Fig. 1: run 1, wiring heat map
The die is cut into 8 by 8 equal tiles; black is low, pale yellow is high, scaled to the fullest tile. Values are wire area over tile area, all layers added.
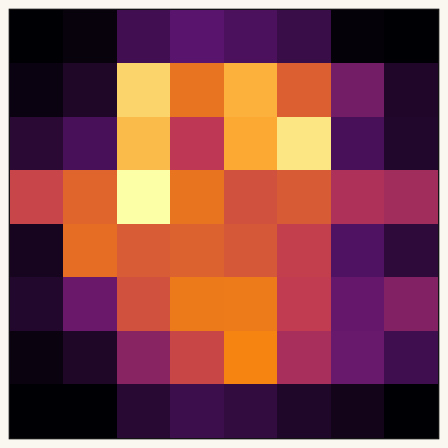
Fig. 2: run 1, wires at chosen ports, followed through buffers
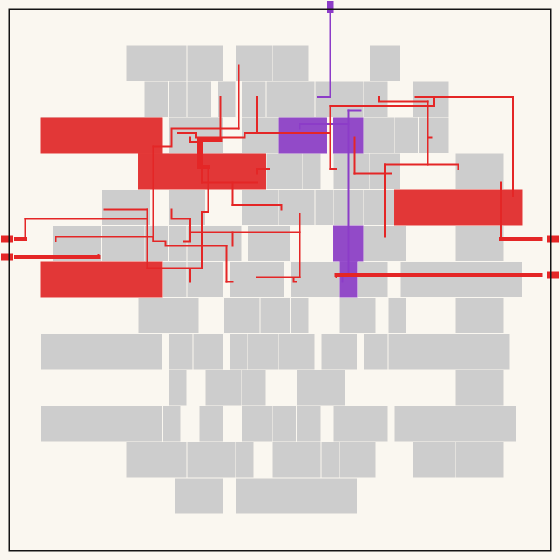
Fig. 3: run 1, cell outlines without signal wires
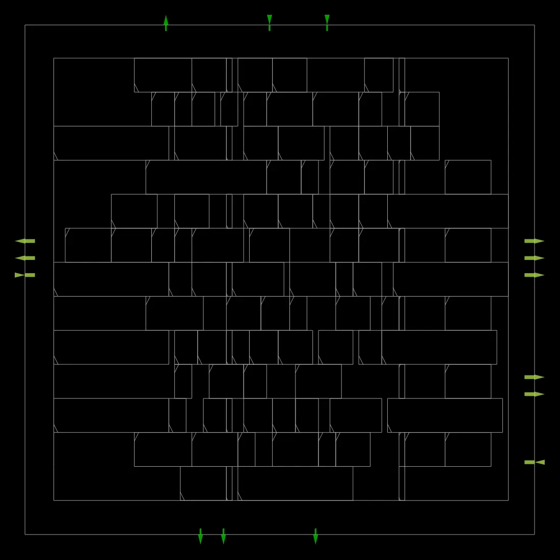
Fig. 4: run 1, met3 routing
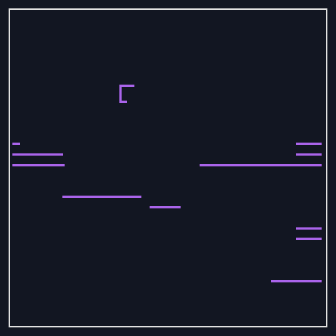
<file path="src/rtl/sqrt_state_register.sv">
// Controller state machine of the square-root unit.
// Holds the 4-bit state code Q, a saturating loop-pass counter and a sticky
// forced-exit flag. Q feeds the downstream output-decode stage.
module sqrt_state_register #(
    parameter int unsigned ITER_W   = 5,
    parameter int unsigned MAX_ITER = 16
) (
    input  logic              clk,
    input  logic              rst_n,
    input  logic              Start,
    input  logic              lt,
    output logic [3:0]        Q,
    output logic              Busy,
    output logic [ITER_W-1:0] iter,
    output logic              Ovf
);

    typedef enum logic [3:0] {
        S_IDLE  = 4'd0,
        S_INIT1 = 4'd1,
        S_INIT2 = 4'd2,
        S_INIT3 = 4'd3,
        S_INIT4 = 4'd4,
        S_TEST  = 4'd5,
        S_LOOP1 = 4'd6,
        S_LOOP2 = 4'd7,
        S_LOOP3 = 4'd8,
        S_LOOP4 = 4'd9,
        S_LOOP5 = 4'd10,
        S_FIN1  = 4'd11,
        S_FIN2  = 4'd12,
        S_DONE  = 4'd13
    } state_e;

    localparam logic [ITER_W-1:0] MAX_ITER_C = ITER_W'(MAX_ITER);

    // Kept as a plain vector so the two unused codes (1110, 1111) remain
    // representable and recover through the default branch.
    logic [3:0]        state_q;
    logic [ITER_W-1:0] iter_q;
    logic              ovf_q;

    // State sequencing, pass counting and forced-exit flag
    always_ff @(posedge clk or negedge rst_n) begin
        if (!rst_n) begin
            state_q <= S_IDLE;
            iter_q  <= '0;
            ovf_q   <= 1'b0;
        end else begin
            case (state_e'(state_q))
                S_IDLE: begin
                    if (Start) begin
                        state_q <= S_INIT1;
                        iter_q  <= '0;
                        ovf_q   <= 1'b0;
                    end
                end
                S_INIT1: state_q <= S_INIT2;
                S_INIT2: state_q <= S_INIT3;
                S_INIT3: state_q <= S_INIT4;
                S_INIT4: state_q <= S_TEST;
                S_TEST: begin
                    if (lt) begin
                        state_q <= S_FIN1;
                    end else if (iter_q == MAX_ITER_C) begin
                        state_q <= S_FIN1;
                        ovf_q   <= 1'b1;
                    end else begin
                        state_q <= S_LOOP1;
                    end
                end
                S_LOOP1: state_q <= S_LOOP2;
                S_LOOP2: state_q <= S_LOOP3;
                S_LOOP3: state_q <= S_LOOP4;
                S_LOOP4: state_q <= S_LOOP5;
                S_LOOP5: begin
                    state_q <= S_TEST;
                    // Saturate rather than wrap; TEST normally exits first.
                    if (iter_q != MAX_ITER_C) begin
                        iter_q <= iter_q + ITER_W'(1);
                    end
                end
                S_FIN1: state_q <= S_FIN2;
                S_FIN2: state_q <= S_DONE;
                S_DONE: begin
                    if (!Start) begin
                        state_q <= S_IDLE;
                    end
                end
                default: state_q <= S_IDLE;
            endcase
        end
    end

    assign Q    = state_q;
    assign iter = iter_q;
    assign Ovf  = ovf_q;

    // Busy is a pure decode of the state register
    always_comb begin
        Busy = (state_q != S_IDLE) && (state_q != S_DONE);
    end

endmodule

</file>
<file path="config.mk">
export PLATFORM = sky130hd
export DESIGN_NAME = sqrt_state_register
export DESIGN_NICKNAME = d
export VERILOG_FILES = /design/src/rtl/sqrt_state_register.sv
export SDC_FILE = /design/constraint.sdc
export NUM_CORES = 1
export LEC_CHECK = 0
export CORE_MARGIN = 2
export CORE_UTILIZATION = 46
export CTS_CLUSTER_DIAMETER = 200
export DETAILED_ROUTE_END_ITERATION = 6
export PLACE_DENSITY = 0.72
export SLEW_MARGIN = 20
export SYNTH_ARGS = -nofsm -noshare
export SYNTH_HDL_FRONTEND = slang
export SYNTH_SLANG_ARGS = --single-unit
</file>
<file path="constraint.sdc">
create_clock -name clk -period 1.9 [get_ports clk]
set_input_delay 0.19 -clock clk [delete_from_list [all_inputs] [get_ports clk]]
set_output_delay 0.19 -clock clk [all_outputs]
set_load 0.005 [all_outputs]
</file>
==> impl_metrics.csv, run 1 <==
group,metric,value,unit
clock_network,tritoncts,"yes",
clock_network,ctsRootBufferMaster,"sky130_fd_sc_hd__clkbuf_4",
logic_synthesis,post_synth_num_cell_types,30,
worst_hold_path,worst_hold_path_type,"in2async",
job,cap_violations,0,
pwr,power.density_cell_area,1590,mW/mm²
drt,viasPerCell,5.56,
logic_synthesis,syn-cell-area,621,µm²
timing,hold_violations,0,
floorplan,die_height,40.7,µm
timing,max_slew.worst_pin.slew,0.455,ns
finish,syn_to_final_growth,38.9,%
logic_synthesis,share_of_synthesized_area_occupied_by_flip_flops_and_latches,40.3,%
finish,final_core_util,67.1,%
clock_network,deepest_level_of_the_cts_h_tree,1,
setup_path,required_worst_endpoint,2.04,ns
finish,layout_top_cells_excl_fill_tap,"sky130_fd_sc_hd__clkdlybuf4s50_1, sky130_fd_sc_hd__buf_4, sky130_fd_sc_hd__dfrtp_1",
floorplan,die_area,0.00166,mm²
logic_synthesis,ys_top_cells_by_area,"sky130_fd_sc_hd__dfrtp_1, sky130_fd_sc_hd__a21oi_1, sky130_fd_sc_hd__ha_1",
setup_path,critical_path.most_common_cell,"sky130_fd_sc_hd__buf_4",
global_route,grt_pass1_wl,2140,µm
drt,ant_nets,0,
clock_network,clkTransAtPathRegs,0.07,ns
clock_network,clock_sinks,10,
floorplan,rows,13,
logic_synthesis,ys_cells,71,
drt,drtPass1Iterations,4,
finish,final_layout_top_logic_cell,"sky130_fd_sc_hd__clkdlybuf4s50_1",
timing,final_number_of_max_transition_violations,0,
timing,setup_repair_after_global_routing_missed_its_margin,"no",
finish,fin_nets,100,
logic_synthesis,instance_count_of_the_mapped_netlist,71,
pwr,ir_drop,833,µV
drt,detailedRoute.firstIterationViolations,15,
timing,achievable-frequency,609,MHz
setup_path,slowest_stage,"sky130_fd_sc_hd__or4_4",
timing,timing.final.crit_share,86.4,%
setup_path,setup.worst_path.class,"reg2reg",
logic_synthesis,synth.yosys.warnings,0,
logic_synthesis,cell_taking_the_most_area_after_synthesis,"sky130_fd_sc_hd__dfrtp_1",
logic_synthesis,synthesis.nets,77,
drt,drt_drc_violations_left,0,
global_route,globalRoute.totalOverflow,0,
setup_path,crit_arrival,1.79,ns
setup_path,cp_max_fo,5,
pwr,leakage,0.368,nW
finish,post_route_cells_drive_above_1_share,21.7,%
timing,skew,0.00186,ns
run_status,status,"completed",
logic_synthesis,synth-compound-area-share,20.6,%
clock_network,insertion_delay_at_the_late_pin_of_the_worst_skew_pair,0.26,ns
logic_synthesis,yosys-stat-area,621,µm²
timing,finalSetupViolCount,0,
logic_synthesis,ys_sh_mux,0,%
## Picture notes: Fig. 1
nearly empty tiles	11%
emptiest ninth of the die	south-west
fullest tile	0.37
mean over tiles	0.13
tiles over half the peak	39%
densest ninth of the die	center
wirelength, routed: 1410 µm
global router's overall resource usage: 19.8%
number of vias after detailed routing: 595
average routed wire per standard cell: 13.1 µm

## Picture notes: Fig. 2
color	port	direction	edge	end cells	wire
red	`Q`	output	2 east, 2 west	4	212 µm
purple	`lt`	input	north	4	25.5 µm
# port buffers: 14
I/O Pins: 15

## Picture notes: Fig. 3
Cell Count, Final, Fillers Out: 107
tapcells inserted: 15
num sequential: 10
CORE AREA: 0.00128 mm²

## Picture notes: Fig. 4
share of all routed wire	4.6%
wire length on this layer	64.8 µm
main direction	horizontal
longest straight run	15.4 µm
met3 Track Usage GR: 5.43%

==> run 1: registers in the layout, indices dropped and copies added, names as in the netlist <==
| name | count |
|---|---|
| iter | 5 |
| Q | 4 |
| Ovf | 1 |
==> run 1: routing by layer <==
metal	share of wire (%)	wire length [µm]
met2	44	614
met3	4.6	64
met4	0.28	4
met5	0	0
met1	51	722
==> run 1: synthesized netlist by cell type (all sizes together) <==
cell,count
nor2,4
buf,2
nor4,3
clkbuf,4
nand2,5
or4,3
o2bb2ai,1
a22o,1
nor4bb,1
o21ai,5
nand4bb,1
o22ai,2
nand3,3
a21oi,6
ha,2
or3,4
dfrtp,10
a21o,1
nand2b,1
and3b,1
o311a,1
nor2b,2
inv,5
o31ai,1
o211ai,1
a31oi,1
==> run 1: worst paths after layout <==
| kind | end | depth (start not counted) | from | slack, ns |
|---|---|---|---|---|
| max in group asynchronous | Q[0] | 1 | rst_n | 1.33 |
| setup reg to reg | iter[0] | 5 | Q[3] | 0.26 |
| hold reg to reg | Ovf | 2 | Ovf | 0.51 |
| setup / recovery | iter[0] | 5 | Q[3] | 0.26 |
| hold / removal | Ovf | 1 | rst_n | 0.24 |
| min in group clk | Ovf | 2 | Ovf | 0.51 |
==> run 1: power by group <==
| part | internal, mW | switching, mW |
|---|---|---|
| clock network | 0.0732 | 0.0781 |
| logic | 0.466 | 0.338 |
| registers | 0.312 | 0.103 |
| total | 0.851 | 0.519 |
==> run 1: area by class of cell <==
| type | count | area [µm²] |
|---|---|---|
| clock buffer | 3 | 22.5 |
| fill | 106 | 423 |
| inverter | 5 | 18.8 |
| multi-input combinational | 50 | 332 |
| sequential | 10 | 253 |
| tap | 15 | 18.8 |
| timing repair buffer | 24 | 218 |
==> run 1: worst max-delay path, delay by kind of cell, from the launching register on <==
family                 cells  cell delay (ns)
AND/OR/NAND/NOR            1             0.48
flip-flops                 1             0.44
AND-OR/OR-AND              2             0.31
buffers and inverters      2             0.28
==> run 1: logic make-up (layout without fill, tap and decap cells) <==
group                    count (synthesis)  after routing
buffers and inverters                   11             32
flip-flops                              10             10
AND-OR/OR-AND                           20             20
adder cells (fa/ha/maj)                  2              2
AND/OR/NAND/NOR                         28             28
==> run 1: through the flow <==
step                      hold slack [ns]  instance area, µm²  worst slack (ns)  power [mW]  instances
after floorplan                    -0.106                 621             0.356       0.801         71
after global placement              0.490                 807             0.298        1.15        101
after detailed placement            0.498                 807             0.284        1.17        101
after CTS                           0.254                 832           0.00662        1.32        104
after global routing                0.284                 862             0.127        1.49        107
final                               0.237                 862             0.258        1.37        107
==> run 1: what timing repair did <==
action                                  CTS  global route
endpoints found under the setup margin    1             1
buffers inserted                          0             3
resized                                   2             2
## Run 2: what changed since run 1
--- a/config.mk
+++ b/config.mk
@@ -9,6 +9,7 @@
 export CORE_UTILIZATION = 46
 export CTS_CLUSTER_DIAMETER = 200
 export DETAILED_ROUTE_END_ITERATION = 6
+export HOLD_SLACK_MARGIN = 0.15
 export PLACE_DENSITY = 0.72
 export SLEW_MARGIN = 20
 export SYNTH_ARGS = -nofsm -noshare
==> run 2 against run 1 <==
Against the previous run: power unchanged; via count is the same; fmax stayed put; synthesized cell count unchanged; critical path depth stayed put; worst hold slack did not move; cell count unchanged; final area unchanged; synthesized area stayed put; critical path type unchanged; critical endpoint unchanged.
==> impl_metrics.csv, run 2 <==
group,metric,value,unit
floorplan,die_height,40.7,µm
setup_path,critical_path.most_common_cell,"sky130_fd_sc_hd__buf_4",
clock_network,deepest_level_of_the_cts_h_tree,1,
logic_synthesis,postSynth.asyncResetShare,100,%
timing,worst_slack,0.258,ns
job,cap_violations,0,
pwr,seq_power_share,30.3,%
logic_synthesis,yosys-stat-area,621,µm²
finish,area_of_the_multi_input_gates,332,µm²
setup_path,end_of_the_worst_register_to_register_path,"iter[0]",
logic_synthesis,synthesis.nets,77,
pwr,clockPowerShare,11.0,%
run_status,status,"completed",
timing,finalSetupViolCount,0,
floorplan,ios,15,
logic_synthesis,list_of_most_frequent_post_synthesis_cells,"sky130_fd_sc_hd__dfrtp_1, sky130_fd_sc_hd__a21oi_1, sky130_fd_sc_hd__inv_1, sky130_fd_sc_hd__nand2_1",
setup_path,worst-r2r-setup-slack,0.26,ns
clock_network,insertion_delay_at_the_late_pin_of_the_worst_skew_pair,0.26,ns
timing,max_slew.worst_pin.slew,0.455,ns
global_route,globalRoute.totalOverflow,0,
setup_path,setup.worst_path.class,"reg2reg",
drt,drt_wl_total,1410,µm
pwr,intPower,0.851,mW
finish,post_route_cells_drive_above_1_share,21.7,%
timing,skew,0.00186,ns
pwr,power.density_cell_area,1590,mW/mm²
pwr,switchingPower,0.519,mW
logic_synthesis,synthMostInstantiatedCell,"sky130_fd_sc_hd__dfrtp_1",
drt,vias,595,
setup_path,crit_buf_inv,2,
pwr,power_frac_comb,58.7,%
logic_synthesis,yosys_most_used_dff,"sky130_fd_sc_hd__dfrtp_1",
timing,timing.final.crit_share,86.4,%
clock_network,clkTransAtPathRegs,0.07,ns
pwr,leakage,0.368,nW
pwr,ir_drop,833,µV
timing,hold_violations,0,
drt,drtPass1Iterations,4,
finish,cell_count_final_fillers_out,107,
finish,fin_nets,100,
logic_synthesis,synth.yosys.warnings,0,
logic_synthesis,cell_taking_the_most_area_after_synthesis,"sky130_fd_sc_hd__dfrtp_1",
==> run 2: cell counts after synthesis <==
Identical to the previous run, type by type.
==> run 2: cell type report <==
cell class	instances	area share [%]
sequential	10	29.3
timing repair buffer	24	25.3
tap	15	2.18
multi-input combinational	50	38.5
clock buffer	3	2.61
inverter	5	2.18
==> run 2: through the flow <==
step / total power, mW / cell area [µm²]
after detailed placement: 1.17 / 807
after CTS: 1.32 / 832
after floorplan: 0.801 / 621
after global placement: 1.15 / 807
final: 1.37 / 862
after global routing: 1.49 / 862
==> run 2: power groups by stage <==
stage | combinational (mW) | sequential [mW] | clock [mW]
after floorplan | 0.400 | 0.401 | 0
after global placement | 0.728 | 0.423 | 0
after detailed placement | 0.741 | 0.428 | 0
after CTS | 0.747 | 0.430 | 0.149
after global routing | 0.894 | 0.433 | 0.165
final | 0.804 | 0.415 | 0.151
==> run 2: worst max path at each step <==
stage,start,to,slack [ns],depth (start not counted)
after floorplan,iter[0],iter[2],0.36,6
after global placement,Q[0],Busy,0.30,3
after detailed placement,Q[0],Busy,0.28,3
after CTS,Q[0],Busy,0.007,3
after global routing,iter[0],iter[2],0.13,6
final,Q[3],iter[0],0.26,5
==> run 2: cells by family (layout without fill, tap and decap cells) <==
group,Yosys count,in the layout,share of synthesized area (%)
compound gates,20,20,20.6
fa+ha+maj,2,2,4.03
buf+inv,11,32,7.06
flops,10,10,40.3
simple gates,28,28,28.0
==> run 2: repair_timing <==
item | in CTS | in global routing
hold buffers | 0 | 0
setup endpoints to repair | 1 | 1
pin swaps | 0 | 0
gates resized | 2 | 2
buffers inserted | 0 | 3
cloned | 0 | 0
==> run 2: worst reg2reg max path, stage by stage, from the launching register on <==
cell                      delay (ns)
sky130_fd_sc_hd__dfrtp_2        0.44
sky130_fd_sc_hd__buf_4          0.15
sky130_fd_sc_hd__buf_4          0.14
sky130_fd_sc_hd__or4_4          0.48
sky130_fd_sc_hd__o22ai_1        0.20
sky130_fd_sc_hd__o21ai_0        0.11
==> run 2: metal layers <==
layer  wire length (µm)  global-route usage, %
met1                722                   25.8
met2                614                   31.0
met3                 64                   5.43
met4                  4                   7.50
met5                  0                      0
Fig. 5: run 2, wires at chosen ports, followed through buffers
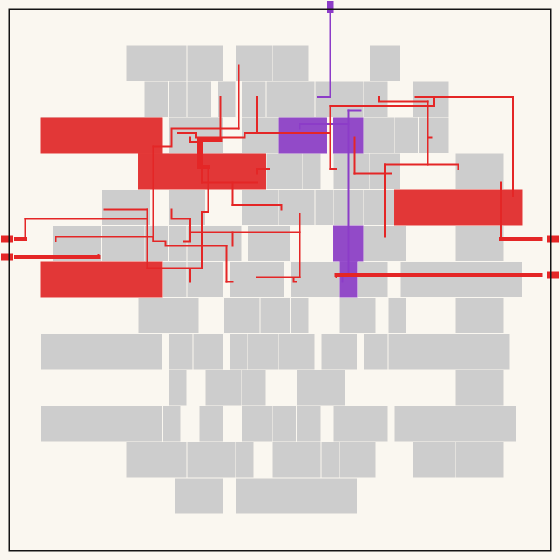
color	port	direction	edge	end cells	wire
purple	`lt`	input	north	4	25.5 µm
red	`Q`	output	2 east, 2 west	4	212 µm

Fig. 6: run 2, met3 routing
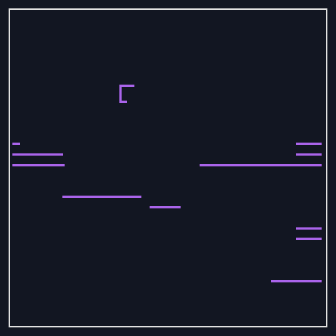

## Run 3: what changed since run 2
--- a/config.mk
+++ b/config.mk
@@ -11,6 +11,7 @@
 export DETAILED_ROUTE_END_ITERATION = 6
 export HOLD_SLACK_MARGIN = 0.15
 export PLACE_DENSITY = 0.72
+export REMOVE_ABC_BUFFERS = 1
 export SLEW_MARGIN = 20
 export SYNTH_ARGS = -nofsm -noshare
 export SYNTH_HDL_FRONTEND = slang
Fig. 7: run 3, register map, names as in the netlist
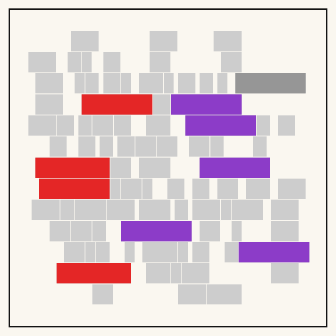
color	signal	flops
purple	`iter`	5
red	`Q`	4
not colored	1
sequential logic power: 0.413 mW
register area: 253 µm²
share of the final layout cell area in sequential cells: 30.2%

Fig. 8: run 3, met3 routing
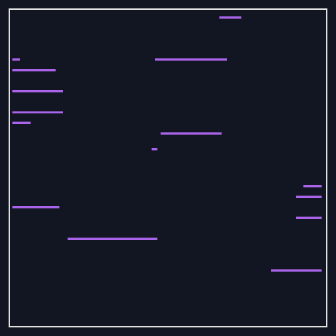
wire length on this layer	71.1 µm
nets with wire on the layer	12
share of all routed wire	5.0%
main direction	horizontal
longest straight run	11.3 µm
met3 Track Usage GR: 8.15%
number of vias after detailed routing: 603
wirelength, routed: 1420 µm

==> run 3 against run 2 <==
Against the previous run: clock power about the same; via count increased by 1.3%; die area unchanged; cell count decreased by 2.8%; critical path type is now reg2out; routed wire length increased by 1.1%; combinational power decreased by 2%; synthesized cell count unchanged; clock skew decreased by 0.00050 ns; non-clock buffer count decreased by 3; critical path depth decreased by 2; sequential power about the same.
==> impl_metrics.csv, run 3 <==
group,metric,value,unit
run_status,status,"completed",
global_route,grt_use_total,20.7,%
logic_synthesis,instance_count_of_the_mapped_netlist,71,
drt,viasPerCell,5.80,
pwr,ir_drop,773,µV
logic_synthesis,cell_taking_the_most_area_after_synthesis,"sky130_fd_sc_hd__dfrtp_1",
logic_synthesis,list_of_most_frequent_post_synthesis_cells,"sky130_fd_sc_hd__dfrtp_1, sky130_fd_sc_hd__a21oi_1, sky130_fd_sc_hd__inv_1, sky130_fd_sc_hd__nand2_1",
setup_path,worst_setup_path_startpoint,"Q[3]",
logic_synthesis,postSynth.asyncResetShare,100,%
setup_path,rr_startpoint,"Q[0]",
setup_path,cp_num_cells,3,
drt,drtPass1Iterations,4,
logic_synthesis,syn-cell-area,621,µm²
setup_path,setup.worst_path.class,"reg2out",
placed_design,setup_slack_placement,0.261,ns
logic_synthesis,ys_cells,71,
global_route,grt_pass1_wl,2170,µm
clock_network,tritoncts,"yes",
timing,achievable-frequency,541,MHz
drt,wire_per_inst,13.7,µm
logic_synthesis,yosys_most_used_dff,"sky130_fd_sc_hd__dfrtp_1",
worst_hold_path,worst_hold_path_type,"in2async",
logic_synthesis,share_of_synthesized_area_occupied_by_flip_flops_and_latches,40.3,%
setup_path,cp_max_fo,4,
timing,final_number_of_max_transition_violations,0,
finish,post_route_cells_drive_above_1_share,19.1,%
clock_network,deepest_level_of_the_cts_h_tree,1,
timing,timing.final.crit_share,97.4,%
logic_synthesis,ys_top_cells_by_area,"sky130_fd_sc_hd__dfrtp_1, sky130_fd_sc_hd__a21oi_1, sky130_fd_sc_hd__ha_1",
clock_network,insertion_delay_at_the_late_pin_of_the_worst_skew_pair,0.27,ns
setup_path,worst-r2r-setup-slack,0.20,ns
job,cap_violations,0,
setup_path,required_worst_endpoint,1.71,ns
setup_path,crit_arrival,1.66,ns
pwr,leakage,0.351,nW
logic_synthesis,count_of_flip_flops_with_a_built_in_enable_after_synthesis,0,
setup_path,worstSetupEndpoint,"Busy",
logic_synthesis,post_synth_num_cell_types,30,
logic_synthesis,yosys-stat-area,621,µm²
clock_network,clkTransAtPathRegs,0.06,ns
floorplan,die_height,40.7,µm
floorplan,die_area,0.00166,mm²
drt,ant_nets,0,
setup_path,end_of_the_worst_register_to_register_path,"iter[4]",
setup_path,slowest_stage,"sky130_fd_sc_hd__dfrtp_2",
timing,hold_violations,0,
timing,finalSetupViolCount,0,
timing,setup_repair_after_global_routing_missed_its_margin,"no",
setup_path,timing.critical_path.max_delay_family,"flip-flops",
drt,detailedRoute.firstIterationViolations,8,
setup_path,rr_worst_depth,4,
run 3: worst min path at each step:
stage | start | to | slack (ns) | depth (start not counted)
2_1_floorplan | rst_n | Ovf | -0.11 | 0
3_3_place_gp | Ovf | Ovf | 0.48 | 2
3_5_place_dp | Ovf | Ovf | 0.51 | 2
4_1_cts | rst_n | iter[4] | 0.24 | 1
5_1_grt | rst_n | iter[1] | 0.27 | 1
6_report | rst_n | iter[1] | 0.23 | 1
run 3: layout make-up:
cell class                 instances  area [µm²]  share of cell area (%)
multi-input combinational         50         332                    39.6
sequential                        10         253                    30.2
timing repair buffer              21         193                    23.0
clock buffer                       3        22.5                    2.69
inverter                           5        18.8                    2.24
tap                               15        18.8                    2.24
run 3: cell families after synthesis:
group | share of synthesized area (%)
buffers and inverters | 7.06
DFF | 40.3
and+or+nand+nor | 28.0
adders and majority gates | 4.03
AOI/OAI and AO/OA | 20.6
run 3: stage by stage:
stage	instances	hold slack (ns)	utilization, %	instance area (µm²)	total power [mW]
2_1_floorplan	65	-0.106	-	596	0.767
4_1_cts	102	0.239	63.5	816	1.31
5_1_grt	104	0.266	65.1	837	1.45
6_report	104	0.228	65.1	837	1.35
3_3_place_gp	99	0.482	61.6	792	1.14
3_5_place_dp	99	0.505	61.6	792	1.15
run 3: what timing repair did:
item                       in CTS  in global routing
hold buffers                    0                  0
setup endpoints to repair       1                  1
gates resized                   1                  2
buffers inserted                0                  2
run 3: per-layer routing:
layer  GRT usage [%]  vias up  wire length [µm]  part of all wire [%]
met5               0        -                 0                     0
met4            10.0        0                38                   2.7
met3            8.15        5                71                   5.0
met2            31.7       15               671                    47
met1            25.0      285               639                    45
li1                -      298                 -                     -
run 3: power by group:
group / switching, mW / internal [mW] / leakage [nW] / total (mW)
clock network: 0.0753 / 0.0735 / 0.0138 / 0.149
logic: 0.340 / 0.446 / 0.209 / 0.786
registers: 0.101 / 0.313 / 0.128 / 0.413
Power figures rest on the tool's default switching activity, not on a simulated workload.
